floorplan.png
Bar = 10 um. Pins as bars on the die edge.
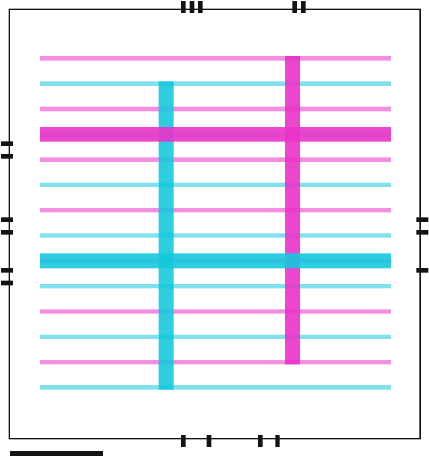
class_map.png
Bar = 10 um.
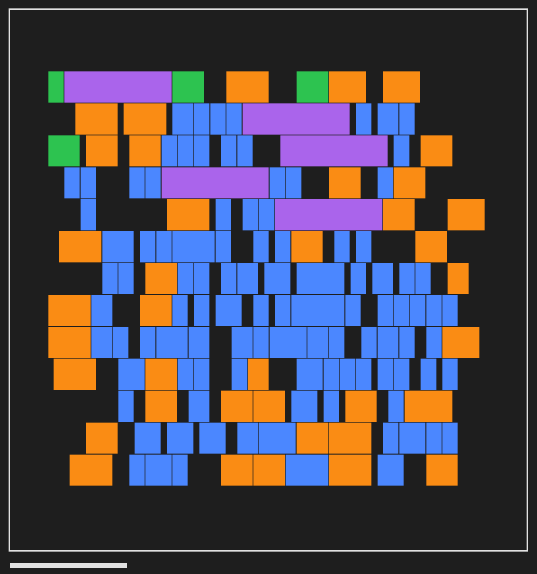
clock_wires.png
Bar = 10 um.
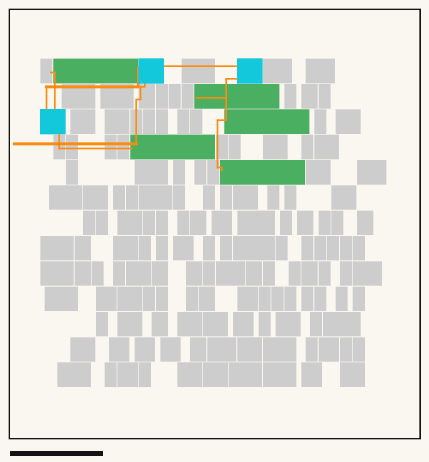
layers.png
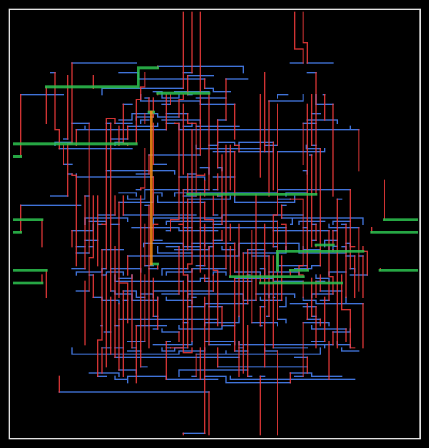
### config.mk
export PLATFORM = sky130hd
export DESIGN_NAME = register_universal
export DESIGN_NICKNAME = d
export VERILOG_FILES = /design/src/rtl/register_pkg.sv /design/src/rtl/register_universal_nxt.sv /design/src/rtl/register_universal.sv
export SDC_FILE = /design/constraint.sdc
export NUM_CORES = 1
export LEC_CHECK = 0
export ABC_AREA = 1
export CORE_AREA = 3 3 41 43
export DETAILED_ROUTE_END_ITERATION = 12
export DIE_AREA = 0 0 44 46
export MAX_ROUTING_LAYER = met4
export PLACE_DENSITY = 0.76
export SETUP_SLACK_MARGIN = 0.1
export SLEW_MARGIN = 20
export SYNTH_ARGS = -nofsm -noshare
export SYNTH_HDL_FRONTEND = slang
export SYNTH_SLANG_ARGS = --single-unit
### constraint.sdc
create_clock -name clk -period 1.6 [get_ports clk]
set_input_delay 0.32 -clock clk [delete_from_list [all_inputs] [get_ports clk]]
set_output_delay 0.32 -clock clk [all_outputs]
set_load 0.01 [all_outputs]
### src/rtl/register_pkg.sv
// Shared definitions for the universal register: the 3-bit operation select.
package register_pkg;

    typedef enum logic [2:0] {
        MODE_HOLD = 3'd0,
        MODE_LOAD = 3'd1,
        MODE_SHL  = 3'd2,
        MODE_SHR  = 3'd3,
        MODE_ROL  = 3'd4,
        MODE_ROR  = 3'd5,
        MODE_INC  = 3'd6,
        MODE_DEC  = 3'd7
    } mode_t;

endpackage

### src/rtl/register_universal_nxt.sv
// Combinational next-state for the universal register: computes the value and
// carry/shift-out that the selected mode would produce from the current contents.
module register_universal_nxt
    import register_pkg::*;
#(
    parameter int N = 4
) (
    input  mode_t          mode,
    input  logic [N-1:0]   qout,
    input  logic [N-1:0]   din,
    input  logic           ser_in,
    output logic [N-1:0]   nxt_q,
    output logic           nxt_co
);

    logic [N-1:0] shl_q;
    logic [N-1:0] shr_q;
    logic [N-1:0] rol_q;
    logic [N-1:0] ror_q;

    // A 1-bit register has no bits to move: shifts take ser_in, rotates keep the bit.
    generate
        if (N == 1) begin : g_single
            assign shl_q = ser_in;
            assign shr_q = ser_in;
            assign rol_q = qout;
            assign ror_q = qout;
        end else begin : g_wide
            assign shl_q = {qout[N-2:0], ser_in};
            assign shr_q = {ser_in, qout[N-1:1]};
            assign rol_q = {qout[N-2:0], qout[N-1]};
            assign ror_q = {qout[0], qout[N-1:1]};
        end
    endgenerate

    always_comb begin
        // NOTE: every output gets a default before the case so no path infers a latch.
        nxt_q  = qout;
        nxt_co = 1'b0;
        case (mode)
            MODE_HOLD: nxt_q = qout;
            MODE_LOAD: nxt_q = din;
            MODE_SHL: begin
                nxt_q  = shl_q;
                nxt_co = qout[N-1];
            end
            MODE_SHR: begin
                nxt_q  = shr_q;
                nxt_co = qout[0];
            end
            MODE_ROL: begin
                nxt_q  = rol_q;
                nxt_co = qout[N-1];
            end
            MODE_ROR: begin
                nxt_q  = ror_q;
                nxt_co = qout[0];
            end
            MODE_INC: begin
                nxt_q  = qout + N'(1);
                nxt_co = &qout;
            end
            MODE_DEC: begin
                nxt_q  = qout - N'(1);
                nxt_co = ~|qout;
            end
        endcase
    end

endmodule

### src/rtl/register_universal.sv
// N-bit universal register: async reset to RST_VAL, sync clear, clock enable,
// and eight modes (hold/load/shift/rotate/inc/dec) with registered carry and zero flag.
module register_universal
    import register_pkg::*;
#(
    parameter int             N       = 4,
    parameter logic [N-1:0]   RST_VAL = '0
) (
    input  logic           clk,
    input  logic           reset_n,
    input  logic           clr,
    input  logic           en,
    input  mode_t          mode,
    input  logic [N-1:0]   din,
    input  logic           ser_in,
    output logic [N-1:0]   qout,
    output logic           co,
    output logic           zero
);

    logic [N-1:0] nxt_q;
    logic         nxt_co;

    register_universal_nxt #(.N(N)) u_nxt (
        .mode   (mode),
        .qout   (qout),
        .din    (din),
        .ser_in (ser_in),
        .nxt_q  (nxt_q),
        .nxt_co (nxt_co)
    );

    always_ff @(posedge clk or negedge reset_n) begin
        // NOTE: state flops use non-blocking assignments so all registers sample pre-edge values.
        if (!reset_n) begin
            qout <= RST_VAL;
            co   <= 1'b0;
        end else if (clr) begin
            qout <= RST_VAL;
            co   <= 1'b0;
        end else if (en) begin
            qout <= nxt_q;
            // HOLD is the only mode that leaves the carry untouched.
            if (mode != MODE_HOLD) begin
                co <= nxt_co;
            end
        end
    end

    assign zero = (qout == '0);

endmodule
==> changes_impl.md <==
### Physical design

* Run status: finished, final reports clean
* Total met3 wirelength after detailed routing at 101 um
* Clock network fraction of design power at 28.9%
* Setup crit end kind: primary output
* Count of hold-fix buffers inserted at cts at 0
* Net switching power figure at roughly 170 uW
* TritonRoute pass-1 iters at 4
* Clock input transition at the sequential cells of the worst setup and hold paths at 0.04 ns
* Worst slew margin at 84.4%
* Insertion delay to the later sink of the worst-skew pair at 0.24 ns
* Worst IR drop on VDD at a little over 400 uV
* Power per standard cell area at 514 nW/um^2
* Utilization after layout at 72.1%
* Average cell area after synthesis at 5.52 um^2
* Ratio of cells with drive above 1 in the final layout at between 20 and 25%
* Static Leakage at between 0.0005 and 0.0006 uW
* Register share after synthesis at 20.6%
* Max stage delay on crit path at 0.54 ns
* Hold Violations, Final at 0
* Buffer and inverter count on the worst path at 1
* Combinational Area at ~440 um^2
* Clock tree skew after final layout at roughly 0.00030 ns
* Share of total power in sequential cells at 27.9%
* Met2 routed wirelength at 1030 um
* Unique cell type count in the Yosys netlist at 19
* Filler cells at 124
* Via count of the routed design at 841
* Top cells excl fill/tap: 49 x nand2_1, 20 x buf_4, 14 x nor2_1, 9 x clkdlybuf4s50_1, 8 x inv_1
* Crit path depth at 1
* Setup repair after global routing missed its margin: false
* Grt total ovfl at 0
* Cell family with the largest share of critical-path delay: buffers and inverters
* Cell-internal power at between 300 and 400 uW
* Worst path required time at between 1 and 1.5 ns
* Flops & latches, synth at 5
* Count of inserted antenna diode cells at 0
* Data arrival time of the worst path at 1.13 ns
* Die boundary height at 46 um
* Fraction of power spent switching nets at 33.6%
* Post-synthesis instance area at ~600 um^2
* Number of buffers added by the clock tree synthesis step at 3
* Final count of negative-setup-slack endpoints at 0
* Area of the die at slightly above 2000 um^2
* Crit Path Max Fanout at 2
* Aggregate routed wire length at 2010 um
* Final weighted congestion of routability-driven global placement at 0.895
* Number of buffers inserted by port buffering at 17
* ANT nets after route at 0
* Pin count of the biggest net entering global routing at 8
* First-pass GRT wire length at 3510 um
* Clock tree from TritonCTS: done
* Cells on worst reg2reg path at 12
* Tool warnings at 27
* Maximum Capacitance Violations at 0
* Max-slew violation count at 0
* Init Core Util at 45.5%
* Yosys cell count at 110
* Total design power at roughly 490 uW
* Per-cell via count in the routed design at about 5.1
* Clock root buffer: clkbuf_4
* Number of antenna violations at the first check in global routing at 0
* TritonCTS sink count at 5
* Startpoint kind of the worst setup timing path: flop
* I/O Pins at 18
* Period utilization at around 91%
* Transition time at the pin with the least slew margin at 0.233 ns
* Total global-route track usage at between 20% and 30%
* Critical path start-end classification: reg2out
* Number of nets at floorplan at 123
* WL per Instance at 12.2 um
* Most frequent standard cell in the layout excluding fill and tap cells: nand2_1
* Top routing layer used: met4
* Number of buffers between clock root and the deepest sink at 2
Back to the opening pictures, floorplan.png:
legend:
  VSS:
    color: cyan
  VDD:
    color: magenta
rows: 13
met1 rails: 14

Back to the opening pictures, class_map.png:
legend:
  clock drivers and dummy loads:
    color: green
    cells: 4
    share_of_their_area: 2.8%
  remaining logic cells:
    color: blue
    cells: 103
    share_of_their_area: 50%
  sequential cells:
    color: purple
    cells: 5
    share_of_their_area: 13%
  remaining buffers and delay cells:
    color: orange
    cells: 38
    share_of_their_area: 34%
final instance area: 962 um^2
register share of the cell area: 13.0%

Back to the opening pictures, clock_wires.png:
legend:
  clock wires:
    color: orange
    length: 83.3 um
  flip-flops:
    color: green
    count: 5
  clock-net drivers:
    color: cyan
    count: 3
flops lie: north
routed clock nets: 4

Back to the opening pictures, layers.png:
legend:
  M1:
    color: blue
    wire_length: 856 um
  M4:
    color: orange
    wire_length: 16.3 um
  M2:
    color: red
    wire_length: 1030 um
  M3:
    color: green
    wire_length: 102 um

## final timing paths
| kind | startpoint | endpoint | slack, ns |
|---|---|---|---|
| setup / recovery | co | co | 0.15 |
| hold / removal | reset_n | co | 0.31 |
| setup reg to reg | qout[1] | qout[2] | 0.20 |
| hold reg to reg | co | co | 0.50 |
| max in group asynchronous | reset_n | qout[3] | 1.10 |
| min in group clk | co | co | 0.50 |
## flip-flops by register name (all words and copies together) (netlist names)
name / cells
co: 1
qout: 4
## layer usage
layer	vias to the layer above	GRT usage (%)
li1	433	-
met1	375	28.0
met2	31	41.3
met3	2	5.93
met4	0	6.02
met5	-	-
## cell usage after synthesis
cell type / n / area share [%]
inv_4: 1 / 1.0
nand2_2: 3 / 3.1
buf_2: 1 / 0.82
nor2_4: 1 / 1.9
inv_1: 9 / 5.6
o21ai_2: 1 / 1.4
a21oi_1: 3 / 2.5
nand3_1: 7 / 5.8
o211ai_1: 1 / 1.2
nand2_1: 50 / 31
buf_4: 1 / 1.2
nand4_1: 5 / 5.2
o21ai_1: 3 / 2.5
nand3_2: 2 / 3.3
and2_1: 1 / 1.0
ha_1: 1 / 2.1
nand3b_1: 1 / 1.2
dfrtp_1: 5 / 21
nor2_1: 14 / 8.7
## per-stage QoR
step	instance area [um^2]	instances	setup WS [ns]	hold slack, ns	TNS (ns)
floorplan	607	110	0.145	0.0244	0
global route	962	165	0.100	0.307	0
CTS	963	165	0.0475	0.301	0
detailed placement	926	159	-0.352	0.488	-1.08
global placement	926	159	-0.301	0.472	-0.831
finish	962	165	0.151	0.306	0
## power by group through the flow
stage	registers (uW)	logic [uW]	clock network, uW
after floorplan	150	90.2	0
after global placement	139	210	0
after detailed placement	139	216	0
after CTS	138	212	151
after global routing	139	235	159
final	138	214	143
## kinds of logic (layout without fill, tap and decap cells)
group / Yosys count / after routing / share of synthesized area [%]
flops: 5 / 5 / 20.6
simple gates: 84 / 84 / 61.0
compound gates: 8 / 8 / 7.63
buf+inv: 12 / 52 / 8.66
fa+ha+maj: 1 / 1 / 2.06
## repair_timing
item	in CTS	in global routing
resized	10	8
gates cloned	0	0
buffers inserted	2	0
endpoints found under the setup margin	9	2
pin swaps	0	1
hold endpoints to repair	0	0
## area by class of cell
class	count	area share [%]
tap	15	1.95
sequential	5	13.0
multi-input combinational	93	45.3
timing repair buffer	38	32.9
clock buffer	4	2.73
inverter	10	4.16
No activity file was given, so power comes from the tool's default toggle rates.
